`config.mk`:
```
export PLATFORM = sky130hd
export DESIGN_NAME = rf_hazard_ctrl
export DESIGN_NICKNAME = d
export VERILOG_FILES = /design/src/rtl/rf_hazard_ctrl.sv
export SDC_FILE = /design/constraint.sdc
export NUM_CORES = 1
export LEC_CHECK = 0
export CORE_ASPECT_RATIO = 1.75
export CORE_MARGIN = 2
export CORE_UTILIZATION = 43
export CTS_CLUSTER_SIZE = 25
export DETAILED_ROUTE_END_ITERATION = 7
export PLACE_DENSITY = 0.8
export SLEW_MARGIN = 20
export SYNTH_ARGS = -nofsm -noshare
export SYNTH_HDL_FRONTEND = slang
export SYNTH_SLANG_ARGS = --single-unit
```
`constraint.sdc`:
```
create_clock -name CLK -period 2.34 [get_ports CLK]
set_input_delay 0.468 -clock CLK [delete_from_list [all_inputs] [get_ports CLK]]
set_output_delay 0.468 -clock CLK [all_outputs]
set_load 0.02 [all_outputs]
```
`src/rtl/rf_hazard_ctrl.sv`:
```
// rf_hazard_ctrl: stall/flush control for the PC/IF-ID, RF and EX/MEM latches.
// Resolves memory wait, multiply occupancy, branch redirect and load-use hazards.
module rf_hazard_ctrl #(
    parameter int         MUL_CYCLES = 4,
    parameter logic [5:0] OP_LOAD    = 6'h20,
    parameter logic [5:0] OP_MUL     = 6'h1C
) (
    input  logic        CLK,
    input  logic        RST,
    input  logic [4:0]  dec_rd0_id,
    input  logic        dec_rd0_used,
    input  logic [4:0]  dec_rd1_id,
    input  logic        dec_rd1_used,
    input  logic [5:0]  ex_opcode,
    input  logic [4:0]  ex_wr_id,
    input  logic        mem_req,
    input  logic        mem_ack,
    input  logic        br_taken,
    output logic        stall_if,
    output logic        flush_id,
    output logic        stall_rf,
    output logic        flush_rf,
    output logic        stall_mem,
    output logic        flush_mem,
    output logic        mul_busy,
    output logic [15:0] stall_cycles
);

    localparam int CW = (MUL_CYCLES > 2) ? $clog2(MUL_CYCLES) : 1;
    localparam logic [CW-1:0] CNT_LOAD = CW'(MUL_CYCLES - 2);

    typedef enum logic {
        IDLE,
        MUL_BUSY
    } state_t;

    state_t        state_q, state_d;
    logic [CW-1:0] cnt_q, cnt_d;
    logic          br_pend_q, br_pend_d;
    logic [15:0]   scnt_q, scnt_d;

    logic mem_stall;
    logic ex_mul;
    logic mul_hold;
    logic load_use;
    logic redirect;
    logic stall_rf_raw;
    logic rd0_hit;
    logic rd1_hit;

    assign mem_stall = mem_req & ~mem_ack;
    assign ex_mul    = (ex_opcode == OP_MUL);
    assign mul_hold  = ((state_q == IDLE) & ex_mul)
                     | ((state_q == MUL_BUSY) & (cnt_q != '0));
    assign rd0_hit   = dec_rd0_used & (dec_rd0_id == ex_wr_id);
    assign rd1_hit   = dec_rd1_used & (dec_rd1_id == ex_wr_id);
    assign load_use  = (ex_opcode == OP_LOAD) & (ex_wr_id != 5'd0)
                     & (rd0_hit | rd1_hit);
    assign redirect  = br_taken | br_pend_q;

    assign stall_rf_raw = mem_stall | mul_hold;

    // Control outputs; all masked while reset is asserted.
    always_comb begin
        stall_if  = 1'b0;
        flush_id  = 1'b0;
        stall_rf  = 1'b0;
        flush_rf  = 1'b0;
        stall_mem = 1'b0;
        flush_mem = 1'b0;
        mul_busy  = 1'b0;
        if (!RST) begin
            stall_mem = mem_stall;
            stall_rf  = stall_rf_raw;
            flush_mem = mul_hold & ~mem_stall;
            flush_rf  = ~stall_rf_raw & (redirect | load_use);
            flush_id  = ~stall_rf_raw & redirect;
            stall_if  = stall_rf_raw | (load_use & ~redirect);
            mul_busy  = (state_q == MUL_BUSY);
        end
    end

    // Next-state: multiply FSM, deferred redirect flag, stall counter.
    always_comb begin
        state_d   = state_q;
        cnt_d     = cnt_q;
        br_pend_d = stall_rf_raw & (br_pend_q | br_taken);
        scnt_d    = scnt_q;
        if (stall_rf_raw && scnt_q != 16'hFFFF) begin
            scnt_d = scnt_q + 16'd1;
        end
        unique case (state_q)
            IDLE: begin
                if (ex_mul) begin
                    state_d = MUL_BUSY;
                    cnt_d   = CNT_LOAD;
                end
            end
            MUL_BUSY: begin
                if (cnt_q != '0) begin
                    cnt_d = cnt_q - 1'b1;
                end else if (!mem_stall) begin
                    state_d = IDLE;
                end
            end
            default: state_d = IDLE;
        endcase
    end

    // State registers with synchronous reset.
    always_ff @(posedge CLK) begin
        if (RST) begin
            state_q   <= IDLE;
            cnt_q     <= '0;
            br_pend_q <= 1'b0;
            scnt_q    <= 16'd0;
        end else begin
            state_q   <= state_d;
            cnt_q     <= cnt_d;
            br_pend_q <= br_pend_d;
            scnt_q    <= scnt_d;
        end
    end

    assign stall_cycles = scnt_q;

endmodule

```
### Clock distribution, run 1

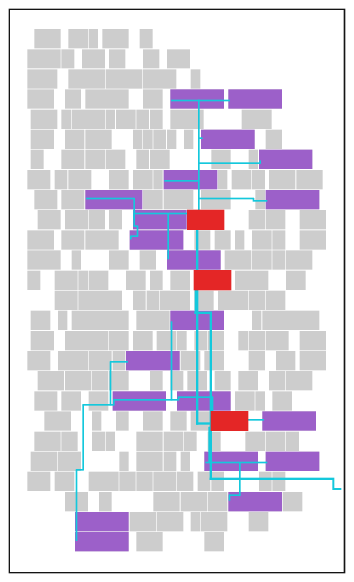
Key: flip-flops = purple [count 20]; clock-net drivers = red [count 3]; clock wires = cyan [length 251 um]
There are 4 routed clock nets.
Late-Pin Clk Latency: 250 ps
Clk pwr share: 0.308
Clock Power: 219 uW
final clock skew: 2.36 ps

### Selected gate families, run 1

The bar under the picture is 10 um long.
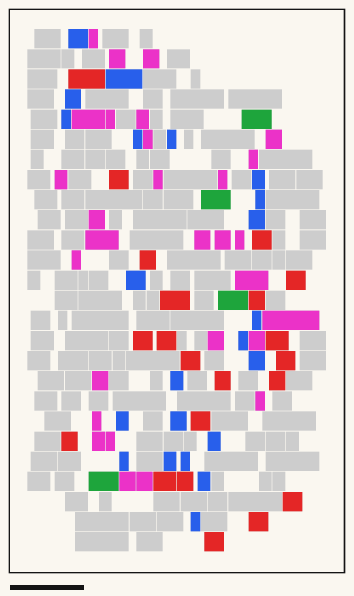
Key: nor cells = magenta [cells 29, most used nor2_1]; nand cells = blue [cells 22, most used nand2_1]; and/or cells = red [cells 21, most used or4_1]; mux cells = green [cells 4, most used mux2_2]

### A small window of the routed layout, run 1

The bar under the picture is 10 um long. Region (10, 10) to (35, 35) um. Cells in gray, sequential cells in the stronger gray; small squares are vias.
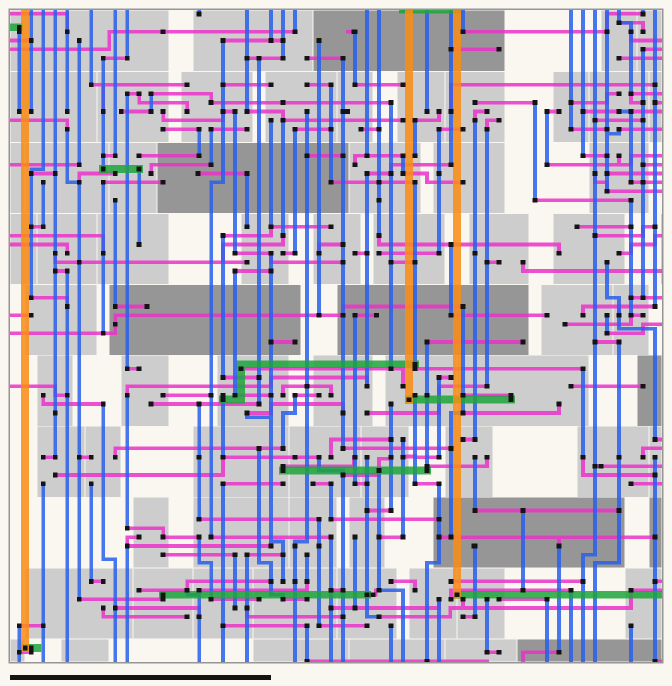
Key: M1 = magenta; M4 = orange; M3 = green; M2 = blue
Sequential cells in the window: 5. Most frequent: a21oi_1 (6), o31ai_1 (6). Netlist names of flops here include stall_cycles (5). 57 logic cells have their middle in the window.

### Placed standard cells, run 1

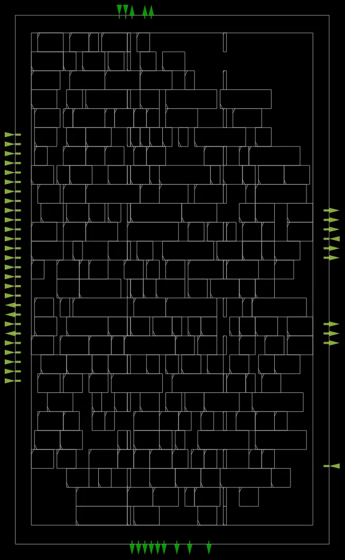
Util after Layout: 0.694
Fillers: 243
register share of the cell area: 0.202
Core ar.: 2860 um^2

==> impl_metrics.py, run 1 <==
# Auto-generated metrics
metrics = {
    "global_route": {
        "grt_start_max_net_pins": 29,
        "grt_pass1_wl_um": 6610,
        "grt_usage": 0.248,
    },
    "synth": {
        "yosys.area.top_type": "dfxtp_1",
        "ys_cells": 158,
        "yosys-top-cells-count": "dfxtp_1, a21oi_1, o31ai_1, nor2_1, or4_1",
        "yosysWarnings": 0,
        "synth-edff-count": 0,
        "synth_area_um2": 1270,
    },
    "setup_path": {
        "crit_fanout": 3,
        "rr_endpoint": "stall_cycles[10]$_SDFFE_PP0P_",
        "reg2reg_from": "state_q$_SDFF_PP0_",
        "crit_path_frequent_cell": "buf_4",
        "crit_required_ps": 1870,
        "crit_chain": "clkdlybuf4s50_1 > nand3b_1 > buf_4 > o211a_1 > o32ai_2 > buf_4",
        "cp.arrival_ps": 1860,
        "startpoint_type": "input pin",
        "worstSetupPathType": "input pin to output pin",
        "reg2reg_depth": 5,
    },
    "clocking": {
        "clkTransAtPathRegs_ps": 70,
        "hold_buffers": 0,
        "cts_tree": "done",
    },
    "die": {
        "die_h_um": 76.0,
    },
    "run_status": {
        "status": "finished clean",
    },
    "power": {
        "p_leak_nw": 0.749,
        "power.switching_uw": 179,
        "p_per_area_nw_per_um2": 358,
    },
    "finish": {
        "seq_area_um2": 402,
        "area_growth_pct": 56.0,
        "num_antenna_cells": 0,
    },
    "detailed_routing": {
        "first_pass_iters": 4,
        "drt_iter0_markers": 31,
        "wl_per_cell_um": 16.4,
    },
    "hold_path": {
        "hp-start": "cnt_q[1]$_SDFFE_PP0P_",
        "hold_depth": 2,
        "worstHoldEndpoint": "cnt_q[1]$_SDFFE_PP0P_",
    },
    "placed_design": {
        "gp_congestion": 0.826,
        "port_buffers": 50,
    },
    "timing": {
        "setup_viol_count_final": 0,
        "hold_viol_final": 0,
        "fin_crit_ps": 2330,
    },
    "flow_run": {
        "maxCapViolCount": 0,
    },
}
[run 1: timing repair]
item | in CTS | in global routing
setup endpoints to repair | 21 | 8
pin swaps | 9 | 7
setup buffers | 2 | 1
gates resized | 44 | 25
[run 1: placed cells by master (no fill, tap or decap), types with 2 or more instances in the layout]
cell type        instances
o211ai_1                 2
nand4_1                  4
nand3_1                  6
clkdlybuf4s50_1         25
clkdlybuf4s15_1          2
nand2_1                  9
dfxtp_1                 19
nor4_2                   3
nand3b_1                 2
nor2_1                  11
clkbuf_8                 3
xor2_1                   7
dlymetal6s2s_1           3
a21oi_1                 15
buf_6                    2
inv_1                    5
buf_4                   17
or4_1                   10
o31ai_1                 12
and4_1                   2
clkbuf_2                 3
ha_1                     2
buf_2                    2
mux2_2                   4
dlygate4sd2_1           11
nor3_1                   3
nor4_1                   4
and3_1                   3
nor2b_1                  6
o21ai_0                  2
xnor2_1                  2
[run 1: final cells by class]
cell class,instances,share of cell area
clock buffers,3,0.0208
inverters,5,0.00945
well taps,28,0.0176
flip-flops and latches,20,0.202
repair buffers,66,0.297
multi-input cells,125,0.452
[run 1: power groups by stage]
stage | Combinational (mW) | Clock (mW) | Sequential [mW]
floorplan | 0.0541 | 0 | 0.356
global placement | 0.135 | 0 | 0.355
detailed placement | 0.141 | 0 | 0.355
CTS | 0.134 | 0.225 | 0.347
global route | 0.155 | 0.244 | 0.348
finish | 0.145 | 0.219 | 0.347
[run 1: how the worst max path moves through the flow]
stage               end         start  cells past startpoint
4_1_cts        flush_rf  ex_opcode[0]                      7
6_report       stall_if  ex_opcode[2]                      6
3_3_place_gp   flush_rf  ex_opcode[1]                      6
3_5_place_dp   flush_rf  ex_opcode[1]                      6
2_1_floorplan  stall_if  ex_opcode[1]                      5
5_1_grt        flush_rf  ex_opcode[5]                      6
[run 1: cells by family (layout without fill, tap and decap cells)]
| group | count (synthesis) | count (layout) | share of synthesized area |
|---|---|---|---|
| AND-OR/OR-AND | 37 | 37 | 0.189 |
| buffers and inverters | 13 | 74 | 0.0462 |
| flip-flops | 20 | 20 | 0.315 |
| XOR/XNOR | 10 | 10 | 0.0688 |
| adder cells (fa/ha/maj) | 2 | 2 | 0.0197 |
| multiplexers | 4 | 4 | 0.0354 |
| AND/OR/NAND/NOR | 72 | 72 | 0.326 |
[run 1: sequential cells by signal, indices dropped and copies added, names as in the netlist]
register      cells
cnt_q             2
stall_cycles     16
br_pend_q         1
state_q           1
[run 1: per-stage QoR]
step	std cells	setup TNS [ps]	hold slack (ps)
3_3_place_gp	242	-7680	438
5_1_grt	247	-89.1	506
3_5_place_dp	242	-8700	454
4_1_cts	247	-33.8	463
2_1_floorplan	158	0	432
6_report	247	0	461
[run 1: worst max-delay path, delay by kind of cell]
kind | cells | cell delay [ps]
AOI/OAI and AO/OA | 2 | 430
buffers and inverters | 3 | 840
and+or+nand+nor | 1 | 120
[run 1: per-layer routing]
layer | vias to the layer above | routed length [um] | GRT usage
met4 | 0 | 142 | 0.121
met2 | 68 | 2340 | 0.457
met3 | 15 | 184 | 0.0333
li1 | 720 | - | -
met5 | - | 0 | 0
met1 | 730 | 1380 | 0.250
==> run 2, diff against run 1 <==
Settings changed: PLACE_DENSITY 0.8 to 0.9.
==> impl_metrics.py, run 2 <==
# Auto-generated metrics
metrics = {
    "run_status": {
        "status": "finished clean",
    },
    "setup_path": {
        "cp.arrival_ps": 1860,
        "crit_fanout": 3,
        "startpoint_type": "input pin",
        "crit_required_ps": 1870,
        "crit_chain": "dlygate4sd2_1 > or4b_4 > o211ai_1 > or3_1 > o31ai_2 > buf_4",
        "worstSetupPathType": "input pin to output pin",
        "crit_buf_inv": 2,
    },
    "clocking": {
        "cts_tree": "done",
        "cts_inserted_buffers": 3,
        "hold_buffers": 0,
    },
    "power": {
        "p_per_area_nw_per_um2": 362,
        "clockPowerShare": 0.321,
        "p_leak_nw": 0.696,
        "power.switching_uw": 180,
    },
    "global_route": {
        "grt_usage": 0.234,
        "grt_start_max_net_pins": 29,
    },
    "timing": {
        "hold_slack_ps": 456,
        "hold_viol_final": 0,
        "tns_ps": 0,
        "finalClockSkew_ps": 5.04,
    },
    "placed_design": {
        "port_buffers": 50,
        "gp_congestion": 0.851,
    },
    "finish": {
        "area_growth_pct": 53.4,
        "largest_reg_flops": 16,
        "seq_area_um2": 400,
        "layout_top_cells": "clkdlybuf4s50_1, dfxtp_1, a21oi_1, buf_4, dlygate4sd2_1",
        "layout.cells.most_common": "clkdlybuf4s50_1",
    },
    "synth": {
        "synth-edff-count": 0,
        "yosysWarnings": 0,
        "yosys-stat-area_um2": 1270,
        "yosys-top-cells-count": "dfxtp_1, a21oi_1, o31ai_1, nor2_1, or4_1",
        "yosys.area.top_type": "dfxtp_1",
    },
    "flow_run": {
        "maxCapViolCount": 0,
        "warnings": 27,
    },
    "detailed_routing": {
        "drt_iter0_markers": 29,
        "wl_per_cell_um": 15.3,
    },
    "die": {
        "core_um2": 2860,
        "die_h_um": 76.0,
    },
}
run 2: cell counts after synthesis:
Identical to the previous run, type by type.
run 2: tightest hold or removal path: cells and delay by family, from the launching register on:
kind | cells | cell delay (ps)
AND-OR/OR-AND | 1 | 50
flip-flops | 1 | 310
AND/OR/NAND/NOR | 1 | 50
run 2: what timing repair did:
item / 4_1_cts / 5_1_grt
gates resized: 42 / 11
endpoints found under the setup margin: 20 / 8
pin swaps: 8 / 3
run 2: power groups by stage:
stage | clock (mW) | sequential [mW] | combinational (mW)
global route | 0.235 | 0.347 | 0.145
CTS | 0.228 | 0.347 | 0.129
detailed placement | 0 | 0.355 | 0.139
floorplan | 0 | 0.356 | 0.0541
finish | 0.227 | 0.347 | 0.133
global placement | 0 | 0.355 | 0.136
run 2: cell families after synthesis:
logic type,after synthesis,share of synthesized area
compound gates,37,0.189
xor+xnor,10,0.0688
fa+ha+maj,2,0.0197
buf+inv,13,0.0462
flops,20,0.315
mux,4,0.0354
simple gates,72,0.326
run 2: per-layer routing:
metal / global-route usage / vias up / routed length [um]
met5: 0 / - / 0
met4: 0.126 / 0 / 135
met3: 0.0357 / 15 / 201
met2: 0.444 / 77 / 2180
met1: 0.212 / 688 / 1210
li1: - / 712 / -
run 2: final timing paths:
kind,cells past startpoint,to,slack (ps),from
hold reg to reg,2,cnt_q[1]$_SDFFE_PP0P_,460,cnt_q[1]$_SDFFE_PP0P_
hold / removal,2,cnt_q[1]$_SDFFE_PP0P_,460,cnt_q[1]$_SDFFE_PP0P_
setup reg to reg,5,stall_cycles[15]$_SDFFE_PP0P_,160,state_q$_SDFF_PP0_
setup / recovery,6,flush_rf,10,ex_opcode[1]
run 2: metrics by stage:
stage          cells  area, um^2  setup slack, ps  utilization
2_1_floorplan    158        1280             15.6            -
3_3_place_gp     241        1880             -585        0.657
3_5_place_dp     241        1880             -628        0.657
4_1_cts          244        1910             1.68        0.667
5_1_grt          244        1950            -36.2        0.682
6_report         244        1950             15.0        0.682
run 2: final cells by class:
type | instances | share of cell area
Clock buffer | 3 | 0.0212
Sequential cell | 20 | 0.205
Inverter | 5 | 0.00962
Multi-Input combinational cell | 125 | 0.456
Timing Repair Buffer | 63 | 0.290
Tap cell | 28 | 0.0179
### Selected gate families, run 2

The bar under the picture is 10 um long.
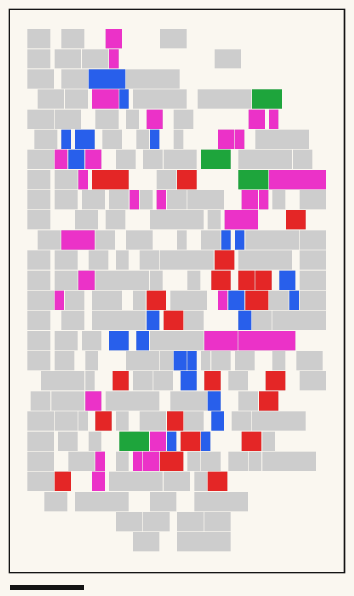
Key: mux cells = green [cells 4, most used mux2_2]; and/or cells = red [cells 21, most used or4_1]; nand cells = blue [cells 22, most used nand2_1]; nor cells = magenta [cells 29, most used nor2_1]

### Wire density map, run 2

The die is cut into 9 by 15 equal tiles; black is low, pale yellow is high, scaled to the fullest tile. Values are wire area over tile area, all layers added.
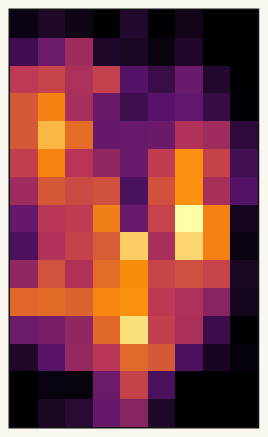
The mean over all tiles is 0.18. 13% of the tiles are nearly empty. The fullest tile reaches 0.51. 34% of the tiles are over half the peak.

### A small window of the routed layout, run 2

The bar under the picture is 10 um long. Region (10, 10) to (35, 35) um. Cells in gray, sequential cells in the stronger gray; small squares are vias.
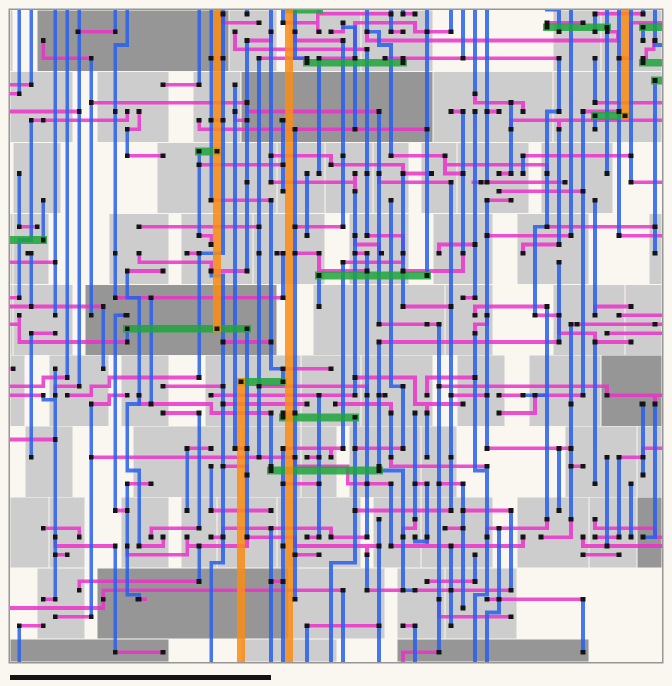
Key: M4 = orange; M1 = magenta; M3 = green; M2 = blue
Most frequent: o31ai_1 (8), nand3_1 (6), a21oi_1 (6). 62 logic cells have their middle in the window. Sequential cells in the window: 4. Netlist names of flops here include stall_cycles (4).

No activity file was given, so power comes from the tool's default toggle rates.
